File: src/rtl/rgb_pkg.sv
// Shared definitions for the RGB-to-colour-code decoder: colour codes, pixel field
// slices, default channel threshold and the exact-channel helper.
package rgb_pkg;

  localparam logic [2:0] BLACK   = 3'd0;
  localparam logic [2:0] BLUE    = 3'd1;
  localparam logic [2:0] GREEN   = 3'd2;
  localparam logic [2:0] CYAN    = 3'd3;
  localparam logic [2:0] RED     = 3'd4;
  localparam logic [2:0] MAGENTA = 3'd5;
  localparam logic [2:0] YELLOW  = 3'd6;
  localparam logic [2:0] WHITE   = 3'd7;

  localparam int R_HI = 23;
  localparam int R_LO = 16;
  localparam int G_HI = 15;
  localparam int G_LO = 8;
  localparam int B_HI = 7;
  localparam int B_LO = 0;

  localparam logic [7:0] DEF_THRESH = 8'h80;

  typedef enum logic {
    ST_EMPTY = 1'b0,
    ST_FULL  = 1'b1
  } state_e;

  function automatic logic exact_chan(input logic [7:0] b);
    return (b == 8'h00) || (b == 8'hFF);
  endfunction

endpackage

File: src/rtl/rgb_chan_quant.sv
// One colour channel: threshold compare to a single code bit, plus the
// "channel is exactly 0x00 or 0xFF" flag. Purely combinational.
module rgb_chan_quant
  import rgb_pkg::*;
#(
  parameter logic [7:0] THRESH = DEF_THRESH
) (
  input  logic [7:0] chan,
  output logic       bit_out,
  output logic       exact
);

  assign bit_out = (chan >= THRESH);
  assign exact   = exact_chan(chan);

endmodule

File: src/rtl/rgb_to_colour.sv
// Streaming 24-bit RGB to 3-bit colour decoder with one output register; 1-cycle latency,
// full throughput, in_ready drops while a result is held against out_ready=0 or enable=0.
// Optional saturating inexact-pixel counter under RGB_INEXACT_CNT_EN.
module rgb_to_colour
  import rgb_pkg::*;
#(
  parameter logic [7:0] THRESH = DEF_THRESH
`ifdef RGB_INEXACT_CNT_EN
  ,
  parameter int         CNT_W  = 16
`endif
) (
  input  logic        clk,
  input  logic        rst_n,
  input  logic        enable,
  input  logic [23:0] rgb_in,
  input  logic        in_valid,
  output logic        in_ready,
  output logic [2:0]  colour_out,
  output logic        exact_out,
  output logic        out_valid,
  input  logic        out_ready
`ifdef RGB_INEXACT_CNT_EN
  ,
  input  logic        cnt_clr,
  output logic [CNT_W-1:0] inexact_cnt
`endif
);

  state_e     state_q, state_d;
  logic [2:0] colour_q, colour_d;
  logic       exact_q, exact_d;
  logic [2:0] hit;
  logic [2:0] chan_exact;
  logic       accept;

  rgb_chan_quant #(.THRESH(THRESH)) u_quant_r (
    .chan    (rgb_in[R_HI:R_LO]),
    .bit_out (hit[2]),
    .exact   (chan_exact[2])
  );

  rgb_chan_quant #(.THRESH(THRESH)) u_quant_g (
    .chan    (rgb_in[G_HI:G_LO]),
    .bit_out (hit[1]),
    .exact   (chan_exact[1])
  );

  rgb_chan_quant #(.THRESH(THRESH)) u_quant_b (
    .chan    (rgb_in[B_HI:B_LO]),
    .bit_out (hit[0]),
    .exact   (chan_exact[0])
  );

  assign out_valid  = (state_q == ST_FULL);
  assign in_ready   = enable && (!out_valid || out_ready);
  assign accept     = in_valid && in_ready;
  assign colour_out = colour_q;
  assign exact_out  = exact_q;

  always_comb begin
    state_d  = state_q;
    colour_d = colour_q;
    exact_d  = exact_q;
    case (state_q)
      ST_EMPTY: if (accept) state_d = ST_FULL;
      ST_FULL:  if (!accept && out_ready) state_d = ST_EMPTY;
      default:  state_d = ST_EMPTY;
    endcase
    // Drained results keep their code visible; only an accept overwrites it.
    if (accept) begin
      colour_d = hit;
      exact_d  = &chan_exact;
    end
  end

  always_ff @(posedge clk or negedge rst_n) begin
    if (!rst_n) begin
      state_q  <= ST_EMPTY;
      colour_q <= 3'b000;
      exact_q  <= 1'b0;
    end else begin
      state_q  <= state_d;
      colour_q <= colour_d;
      exact_q  <= exact_d;
    end
  end

`ifdef RGB_INEXACT_CNT_EN
  logic [CNT_W-1:0] cnt_q, cnt_d;

  always_comb begin
    cnt_d = cnt_q;
    // Clear has priority over a coincident increment.
    if (cnt_clr) begin
      cnt_d = '0;
    end else if (accept && !(&chan_exact) && (cnt_q != {CNT_W{1'b1}})) begin
      cnt_d = cnt_q + 1'b1;
    end
  end

  always_ff @(posedge clk or negedge rst_n) begin
    if (!rst_n) begin
      cnt_q <= '0;
    end else begin
      cnt_q <= cnt_d;
    end
  end

  assign inexact_cnt = cnt_q;
`endif

endmodule

File: config.mk
export PLATFORM = sky130hd
export DESIGN_NAME = rgb_to_colour
export DESIGN_NICKNAME = d
export VERILOG_FILES = /design/src/rtl/rgb_pkg.sv /design/src/rtl/rgb_chan_quant.sv /design/src/rtl/rgb_to_colour.sv
export SDC_FILE = /design/constraint.sdc
export NUM_CORES = 1
export LEC_CHECK = 0
export CORE_MARGIN = 1.5
export CORE_UTILIZATION = 25
export CTS_CLUSTER_DIAMETER = 100
export DETAILED_ROUTE_END_ITERATION = 12
export GPL_TIMING_DRIVEN = 0
export PLACE_DENSITY_LB_ADDON = 0.15
export SLEW_MARGIN = 20
export SYNTH_ARGS = -nofsm -noshare
export SYNTH_HDL_FRONTEND = slang
export SYNTH_HIERARCHICAL = 1
export SYNTH_SLANG_ARGS = --single-unit
export TNS_END_PERCENT = 100
File: constraint.sdc
create_clock -name clk -period 1.6 [get_ports clk]
set_input_delay 0.16 -clock clk [delete_from_list [all_inputs] [get_ports clk]]
set_output_delay 0.16 -clock clk [all_outputs]
set_load 0.1 [all_outputs]
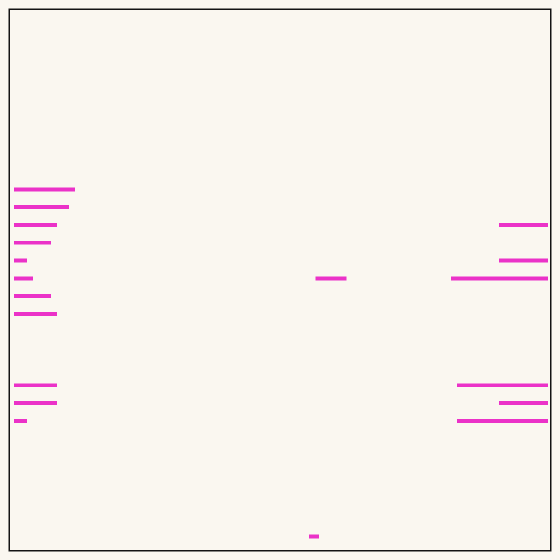
Fig. 1. Met3 routing.
wire length on this layer	61.0 um
main direction	horizontal
share of all routed wire	6.8%
longest straight run	7.10 um
nets with wire on the layer	18
via count: 428
Post-Route WL: 892 um
met3 Use GR: 1.63%

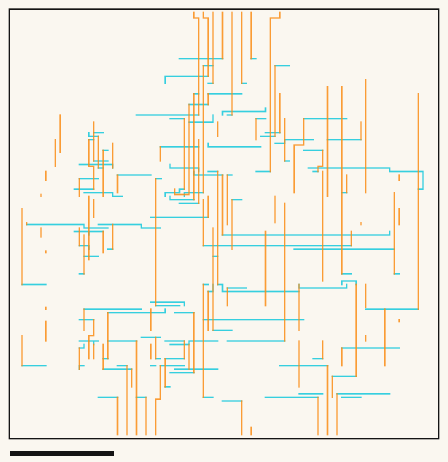
Fig. 2. Metal layers overlaid.
Scale bar: 10 um. Only two layers are drawn.
layer	color	wire length
metal 1	cyan	314 um
metal 2	orange	498 um

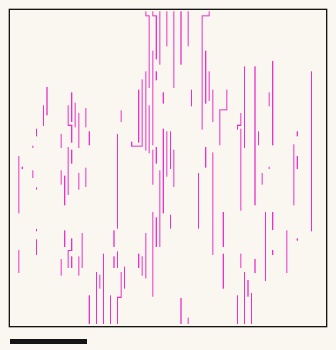
Fig. 3. Signal wires on met2.
Scale bar: 10 um.
share of all routed wire	56%
longest straight run	20.7 um
wire length on this layer	498 um
nets with wire on the layer	94

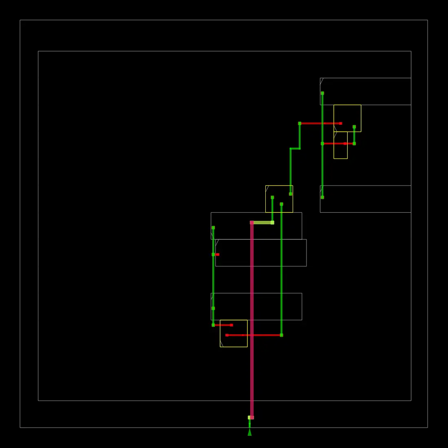
Fig. 4. Clock routing.
clock group power: 141 uW
Late-Pin Clk Latency: 0.24 ns
worst clock skew: 0.000850 ns

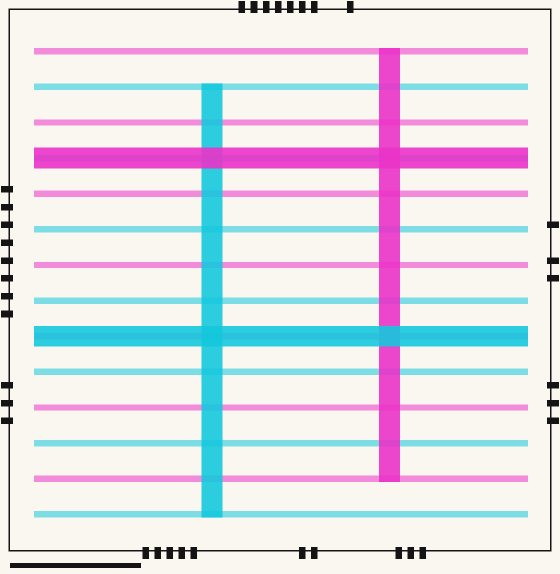
Fig. 5. Floorplan with the power grid.
Scale bar: 10 um. Pins as bars on the die edge.
net	color
VSS	cyan
VDD	magenta
met5 straps	2
met4 straps	2
met1 rails	14

==> impl_metrics.json <==
{
  "clk_share_pct": 3.59,
  "regArea_um2": 125,
  "r2r_slack_ns": 0.46,
  "crit_cells": 4,
  "buf_share_pct": 45.5,
  "critical_path_required_ns": 1.44,
  "largest_area_cell": "dfrtp_1",
  "ys_seq_share_pct": 34.2,
  "drv_cap": 0,
  "outcome": "finished clean",
  "warning_count": 26,
  "path_delay_family": "buffers and inverters",
  "drc_errors": 0,
  "grt_pass1_wl_um": 1350,
  "ys_cells": 36,
  "power.density_nw_per_um2": 787,
  "die_area_um2": 1700,
  "synthAoiAreaFrac_pct": 7.19,
  "adder_share_pct": 0,
  "logic_family": "simple AND/OR/NAND/NOR gates",
  "top_usage_layer": "met2",
  "place_inst": 85,
  "cts_buffer_depth": 2,
  "wl_met1_um": 313,
  "simple_gate_area_share_pct": 39.0
}
Power figures rest on the tool's default switching activity, not on a simulated workload.
